--- src/rtl/classifier_argmax_if.sv ---
// -----------------------------------------------------------------------------
// classifier_argmax_if
//
// Bundles the activation-vector handshake and the result outputs of
// classifier_argmax. The network-side/system-side testbench or wrapper uses the
// master modport. The argmax block uses the slave modport.
//
// Parameters:
//   NUM_CLASSES  activation vector length (1..256)
//   DATA_W       activation width, INTEGER_WIDTH+FRACTION_WIDTH
//   INDEX_WIDTH  width of the class index
//
// Signals:
//   scores_ready  network outputs_ready; its rising edge marks a new vector
//   scores        signed activation vector, NUM_CLASSES entries
//   result_ack    consumer has taken the result
//   busy          scan in progress
//   class_valid   result available
//   class_index   index of the maximum activation
//   max_score     value of the maximum activation
//   rejected      maximum below the configured threshold
//   dropped       one-cycle pulse for a discarded start edge
// -----------------------------------------------------------------------------
interface classifier_argmax_if #(
    parameter int NUM_CLASSES = 10,
    parameter int DATA_W      = 16,
    parameter int INDEX_WIDTH = (NUM_CLASSES > 1) ? $clog2(NUM_CLASSES) : 1
);
    logic                    scores_ready;
    logic signed [DATA_W-1:0] scores [NUM_CLASSES];
    logic                    result_ack;
    logic                    busy;
    logic                    class_valid;
    logic [INDEX_WIDTH-1:0]  class_index;
    logic signed [DATA_W-1:0] max_score;
    logic                    rejected;
    logic                    dropped;

    modport master (
        output scores_ready, scores, result_ack,
        input  busy, class_valid, class_index, max_score, rejected, dropped
    );

    modport slave (
        input  scores_ready, scores, result_ack,
        output busy, class_valid, class_index, max_score, rejected, dropped
    );
endinterface

--- src/rtl/classifier_argmax.sv ---
// -----------------------------------------------------------------------------
// classifier_argmax
//
// Captures the final-layer activation vector on a rising edge of scores_ready.
// It then scans the captured copy one element per cycle and reports the index
// and value of the largest activation. The result is held until result_ack.
// When values tie, the lowest index is kept.
//
// Optional feature macro: ARGMAX_THRESHOLD_EN
//   defined   -> rejected is set on entry to DONE when max < THRESHOLD (signed)
//   undefined -> rejected is tied low and THRESHOLD is ignored
//
// Ports:
//   clock  single clock, rising edge
//   reset  asynchronous, active-high
//   s      classifier_argmax_if.slave
//            in : scores_ready, scores[NUM_CLASSES], result_ack
//            out: busy, class_valid, class_index, max_score, rejected, dropped
//
// Parameters:
//   NUM_CLASSES     vector length, 1..256
//   INTEGER_WIDTH   integer bits of the shared signed fixed-point format
//   FRACTION_WIDTH  fraction bits of the shared signed fixed-point format
//   THRESHOLD       signed fixed-point rejection threshold
// -----------------------------------------------------------------------------
module classifier_argmax #(
    parameter int NUM_CLASSES    = 10,
    parameter int INTEGER_WIDTH  = 8,
    parameter int FRACTION_WIDTH = 8,
    parameter logic signed [INTEGER_WIDTH+FRACTION_WIDTH-1:0] THRESHOLD = '0
) (
    input  logic            clock,
    input  logic            reset,
    classifier_argmax_if.slave s
);
    localparam int DATA_W      = INTEGER_WIDTH + FRACTION_WIDTH;
    localparam int INDEX_WIDTH = (NUM_CLASSES > 1) ? $clog2(NUM_CLASSES) : 1;
    localparam logic [INDEX_WIDTH-1:0] LAST_IDX = INDEX_WIDTH'(NUM_CLASSES - 1);

    typedef enum logic [1:0] {
        IDLE = 2'd0,
        SCAN = 2'd1,
        DONE = 2'd2
    } state_t;

    // Full-width signed compare; strict so that ties keep the earlier index.
    function automatic logic is_greater(input logic signed [DATA_W-1:0] a,
                                        input logic signed [DATA_W-1:0] b);
        return a > b;
    endfunction

`ifdef ARGMAX_THRESHOLD_EN
    function automatic logic is_below(input logic signed [DATA_W-1:0] a,
                                      input logic signed [DATA_W-1:0] b);
        return a < b;
    endfunction
`endif

    state_t                   state;
    logic                     ready_q;
    logic                     start;
    logic signed [DATA_W-1:0] score_buf [NUM_CLASSES];
    logic signed [DATA_W-1:0] best;
    logic [INDEX_WIDTH-1:0]   best_idx;
    logic [INDEX_WIDTH-1:0]   idx;

    logic                     busy_q;
    logic                     class_valid_q;
    logic [INDEX_WIDTH-1:0]   class_index_q;
    logic signed [DATA_W-1:0] max_score_q;
    logic                     dropped_q;

    // Running-maximum candidate for the element under scan this cycle.
    logic signed [DATA_W-1:0] cur_score;
    logic                     take;
    logic signed [DATA_W-1:0] nxt_best;
    logic [INDEX_WIDTH-1:0]   nxt_idx;

    // A level held high starts only once; ready_q is cleared by reset, so a
    // level already high at release counts as a fresh edge.
    assign start = s.scores_ready & ~ready_q;

    always_comb begin
        cur_score = score_buf[idx];
        take      = is_greater(cur_score, best);
        nxt_best  = take ? cur_score : best;
        nxt_idx   = take ? idx : best_idx;
    end

`ifdef ARGMAX_THRESHOLD_EN
    logic rejected_q;
`else
    logic unused_threshold;
    assign unused_threshold = ^THRESHOLD;
`endif

    always_ff @(posedge clock or posedge reset) begin
        if (reset) begin
            state         <= IDLE;
            ready_q       <= 1'b0;
            busy_q        <= 1'b0;
            class_valid_q <= 1'b0;
            class_index_q <= '0;
            max_score_q   <= '0;
            dropped_q     <= 1'b0;
            best          <= '0;
            best_idx      <= '0;
            idx           <= '0;
            for (int n = 0; n < NUM_CLASSES; n++) begin
                score_buf[n] <= '0;
            end
`ifdef ARGMAX_THRESHOLD_EN
            rejected_q    <= 1'b0;
`endif
        end else begin
            ready_q   <= s.scores_ready;
            // Edges that arrive while a vector is in flight or held are discarded.
            dropped_q <= start && (state != IDLE);

            case (state)
                IDLE: begin
                    if (start) begin
                        for (int n = 0; n < NUM_CLASSES; n++) begin
                            score_buf[n] <= s.scores[n];
                        end
                        best     <= s.scores[0];
                        best_idx <= '0;
                        idx      <= INDEX_WIDTH'(1);
                        if (NUM_CLASSES == 1) begin
                            // A single-element vector needs no scan.
                            state         <= DONE;
                            class_valid_q <= 1'b1;
                            class_index_q <= '0;
                            max_score_q   <= s.scores[0];
`ifdef ARGMAX_THRESHOLD_EN
                            rejected_q    <= is_below(s.scores[0], THRESHOLD);
`endif
                        end else begin
                            state  <= SCAN;
                            busy_q <= 1'b1;
                        end
                    end
                end

                SCAN: begin
                    best     <= nxt_best;
                    best_idx <= nxt_idx;
                    if (idx == LAST_IDX) begin
                        // Publish the result from the final compare directly.
                        // This makes it valid on the same edge.
                        state         <= DONE;
                        busy_q        <= 1'b0;
                        class_valid_q <= 1'b1;
                        class_index_q <= nxt_idx;
                        max_score_q   <= nxt_best;
`ifdef ARGMAX_THRESHOLD_EN
                        rejected_q    <= is_below(nxt_best, THRESHOLD);
`endif
                    end else begin
                        idx <= idx + INDEX_WIDTH'(1);
                    end
                end

                DONE: begin
                    if (s.result_ack) begin
                        state         <= IDLE;
                        class_valid_q <= 1'b0;
                    end
                end

                default: begin
                    state <= IDLE;
                end
            endcase
        end
    end

    assign s.busy        = busy_q;
    assign s.class_valid = class_valid_q;
    assign s.class_index = class_index_q;
    assign s.max_score   = max_score_q;
    assign s.dropped     = dropped_q;
`ifdef ARGMAX_THRESHOLD_EN
    assign s.rejected    = rejected_q;
`else
    assign s.rejected    = 1'b0;
`endif

endmodule

--- src/flat_wrapper.sv ---
// flat-port wrapper written by rule: the top's interface ports become plain ports
module classifier_argmax_flat 
#(
    parameter int NUM_CLASSES    = 10,
    parameter int INTEGER_WIDTH  = 8,
    parameter int FRACTION_WIDTH = 8,
    parameter logic signed [INTEGER_WIDTH+FRACTION_WIDTH-1:0] THRESHOLD = '0
)
  (clock, reset, s_scores_ready, s_scores, s_result_ack, s_busy, s_class_valid, s_class_index, s_max_score, s_rejected, s_dropped);
  classifier_argmax_if #(.NUM_CLASSES(NUM_CLASSES), .DATA_W(((8) + (8)))) s_i ();
  input  logic clock;
  input  logic reset;
  input wire logic [$bits(s_i.scores_ready)-1:0] s_scores_ready;
  input wire logic [$bits(s_i.scores)-1:0] s_scores;
  input wire logic [$bits(s_i.result_ack)-1:0] s_result_ack;
  output wire logic [$bits(s_i.busy)-1:0] s_busy;
  output wire logic [$bits(s_i.class_valid)-1:0] s_class_valid;
  output wire logic [$bits(s_i.class_index)-1:0] s_class_index;
  output wire logic [$bits(s_i.max_score)-1:0] s_max_score;
  output wire logic [$bits(s_i.rejected)-1:0] s_rejected;
  output wire logic [$bits(s_i.dropped)-1:0] s_dropped;
  assign s_i.scores_ready = s_scores_ready;
  assign s_i.scores = {>>{s_scores}};
  assign s_i.result_ack = s_result_ack;
  assign s_busy = s_i.busy;
  assign s_class_valid = s_i.class_valid;
  assign s_class_index = s_i.class_index;
  assign s_max_score = s_i.max_score;
  assign s_rejected = s_i.rejected;
  assign s_dropped = s_i.dropped;
  classifier_argmax #(.NUM_CLASSES(NUM_CLASSES), .INTEGER_WIDTH(INTEGER_WIDTH), .FRACTION_WIDTH(FRACTION_WIDTH), .THRESHOLD(THRESHOLD)) u_core (.clock(clock), .reset(reset), .s(s_i));
endmodule
--- config.mk ---
export PLATFORM = sky130hd
export DESIGN_NAME = classifier_argmax_flat
export DESIGN_NICKNAME = d
export VERILOG_FILES = /design/src/rtl/classifier_argmax_if.sv /design/src/rtl/classifier_argmax.sv /design/src/flat_wrapper.sv
export SDC_FILE = /design/constraint.sdc
export NUM_CORES = 1
export LEC_CHECK = 0
export CAP_MARGIN = 0
export CORE_ASPECT_RATIO = 0.5
export CORE_UTILIZATION = 30
export DETAILED_ROUTE_END_ITERATION = 6
export REMOVE_ABC_BUFFERS = 1
export SLEW_MARGIN = 20
export SYNTH_ARGS = -nofsm -noshare
export SYNTH_HDL_FRONTEND = slang
export SYNTH_SLANG_ARGS = --single-unit
--- constraint.sdc ---
create_clock -name clock -period 10 [get_ports clock]
set_input_delay 2 -clock clock [delete_from_list [all_inputs] [get_ports clock]]
set_output_delay 2 -clock clock [all_outputs]
set_load 0.005 [all_outputs]
==> run notes <==
Physical implementation.

- The max-slew violation count is 0.
- The startpoint identified for the worst hold timing path is u_core.score_buf[51]$_DFFE_PP0P_.
- For this configuration, the core starts out at a cell density of 0.308.
- The signal on the critical path passes through nand2_1, o22ai_1, o22ai_1, inv_1, ha_1, a41oi_2, o21ai_1, a22o_1, or4_1, and3_4, a221o_1.
- Yosys reports the multiplexer fraction of the synthesized area as 0.0811.
- The level count of the clock H-tree is 1.
- The run finished with clean final reports.
- For this run, design rule violations remaining after detail routing come to 0.
- The maximum clock insertion buffer count is 3.
- The xor and xnor area share after synthesis is 0.00177.
- The delay contributed by the slowest stage of the critical path is between 1000 and 1500 ps.
- The via count normalized by instance count is approximately 4.8.
- The most area-hungry cell type in the Yosys netlist is sky130_fd_sc_hd__dfrtp_1.
- In the finished design, the share of the clock period the worst path needs comes to 0.507.
- The fraction of synthesized cell area taken by the top area cell type is 0.532.
- Counting every sink on the clock net gives 210.
- The critical path class is register to register.
- Between clock sinks in the finished design, the worst skew comes to 18.2 ps.
- The global routing met3 resource utilization is 0.0210.
- Before any placement, the netlist area is recorded as 9870 um2.
- For reference, the post-synthesis area per instance comes to about 8.9 um2.
- The worst setup path is launched from a register.
- The setup slack after layout is 4930 ps.
- Of the total power, combinational logic draws 0.435.
- After the last flow step, the layout net total stands at 1440.
- The timing report attributes the biggest portion of critical-path delay to simple AND/OR/NAND/NOR gates.
- The worst reg-to-reg setup slack is 4930 ps.
- The design received a total of about 430 well taps at floorplan.
- The destination of the worst hold path is u_core.score_buf[51]$_DFFE_PP0P_.
- The first global-routing pass estimated 44200 um of wire.
- In the finished design the tool counted flip-flops and latches totalling around 210.
- Note that the worst hold path type here is register to register.
- The final hold violation count recorded for this run is 0.
- Relative to the synthesized area, the layout overhead comes to 30.0%.
- The final global-route overflow total is 0.
- The final weighted congestion of routability-driven global placement is 0.830.
- The filler cell count is 3149.
- The top register by number of flip-flops is u_core.score_buf.
- Per the summary, power density relative to cell area is 326 nW/um2.
power by group through the flow:
stage / Clock [mW] / Combinational (mW) / Sequential (mW)
2_1_floorplan: 0 / 1.25 / 1.48
3_3_place_gp: 0 / 1.78 / 1.53
3_5_place_dp: 0 / 1.82 / 1.54
4_1_cts: 0.849 / 1.83 / 1.54
5_1_grt: 0.885 / 2.03 / 1.59
6_report: 0.832 / 1.82 / 1.53
layer usage:
metal  routed length (um)  part of all wire
met1                12200              0.44
met2                13800              0.50
met3                  918             0.033
met4                  539             0.020
met5                    0                 0
Yosys cell counts, drive strengths merged, types with 3 or more instances:
cell,instances
o22ai,49
a211oi,32
inv,40
nand3,3
mux2i,80
clkbuf,54
ha,18
nand2b,4
dfrtp,210
nand4,5
a21oi,9
nor2,29
o21ai,22
buf,12
o221ai,15
nand2,492
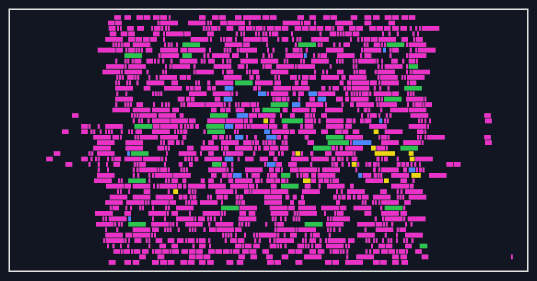
Figure 1: drive-strength map.
(2 px per um)
Key: _2 cells = blue [cells 22]; _3 and _4 cells = yellow [cells 12]; _6 and larger = green [cells 30]; _0 and _1 cells = magenta [cells 1210]
bufs w/o clock: 195
cell area after layout: 12800 um2

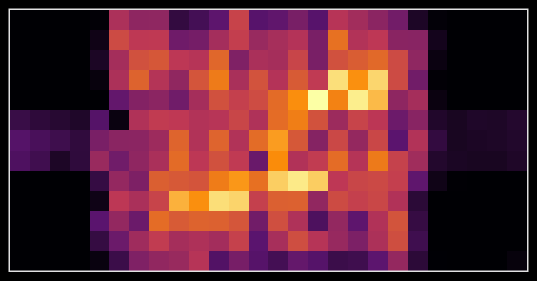
Figure 2: routed metal per tile.
(2 px per um) 26 x 13 tiles, from black (low) to pale yellow (high), scaled to the fullest tile. Values are wire area over tile area, all layers added.
The emptiest ninth of the die: lower right. The fullest tile reaches 0.41. The mean over all tiles is 0.13.
via count: 8132
Avg WL per Cell: 16.1 um
drt total wl: 27500 um
Overall Global Routing Usage: 0.163

Power is estimated from default activity; no workload was simulated.
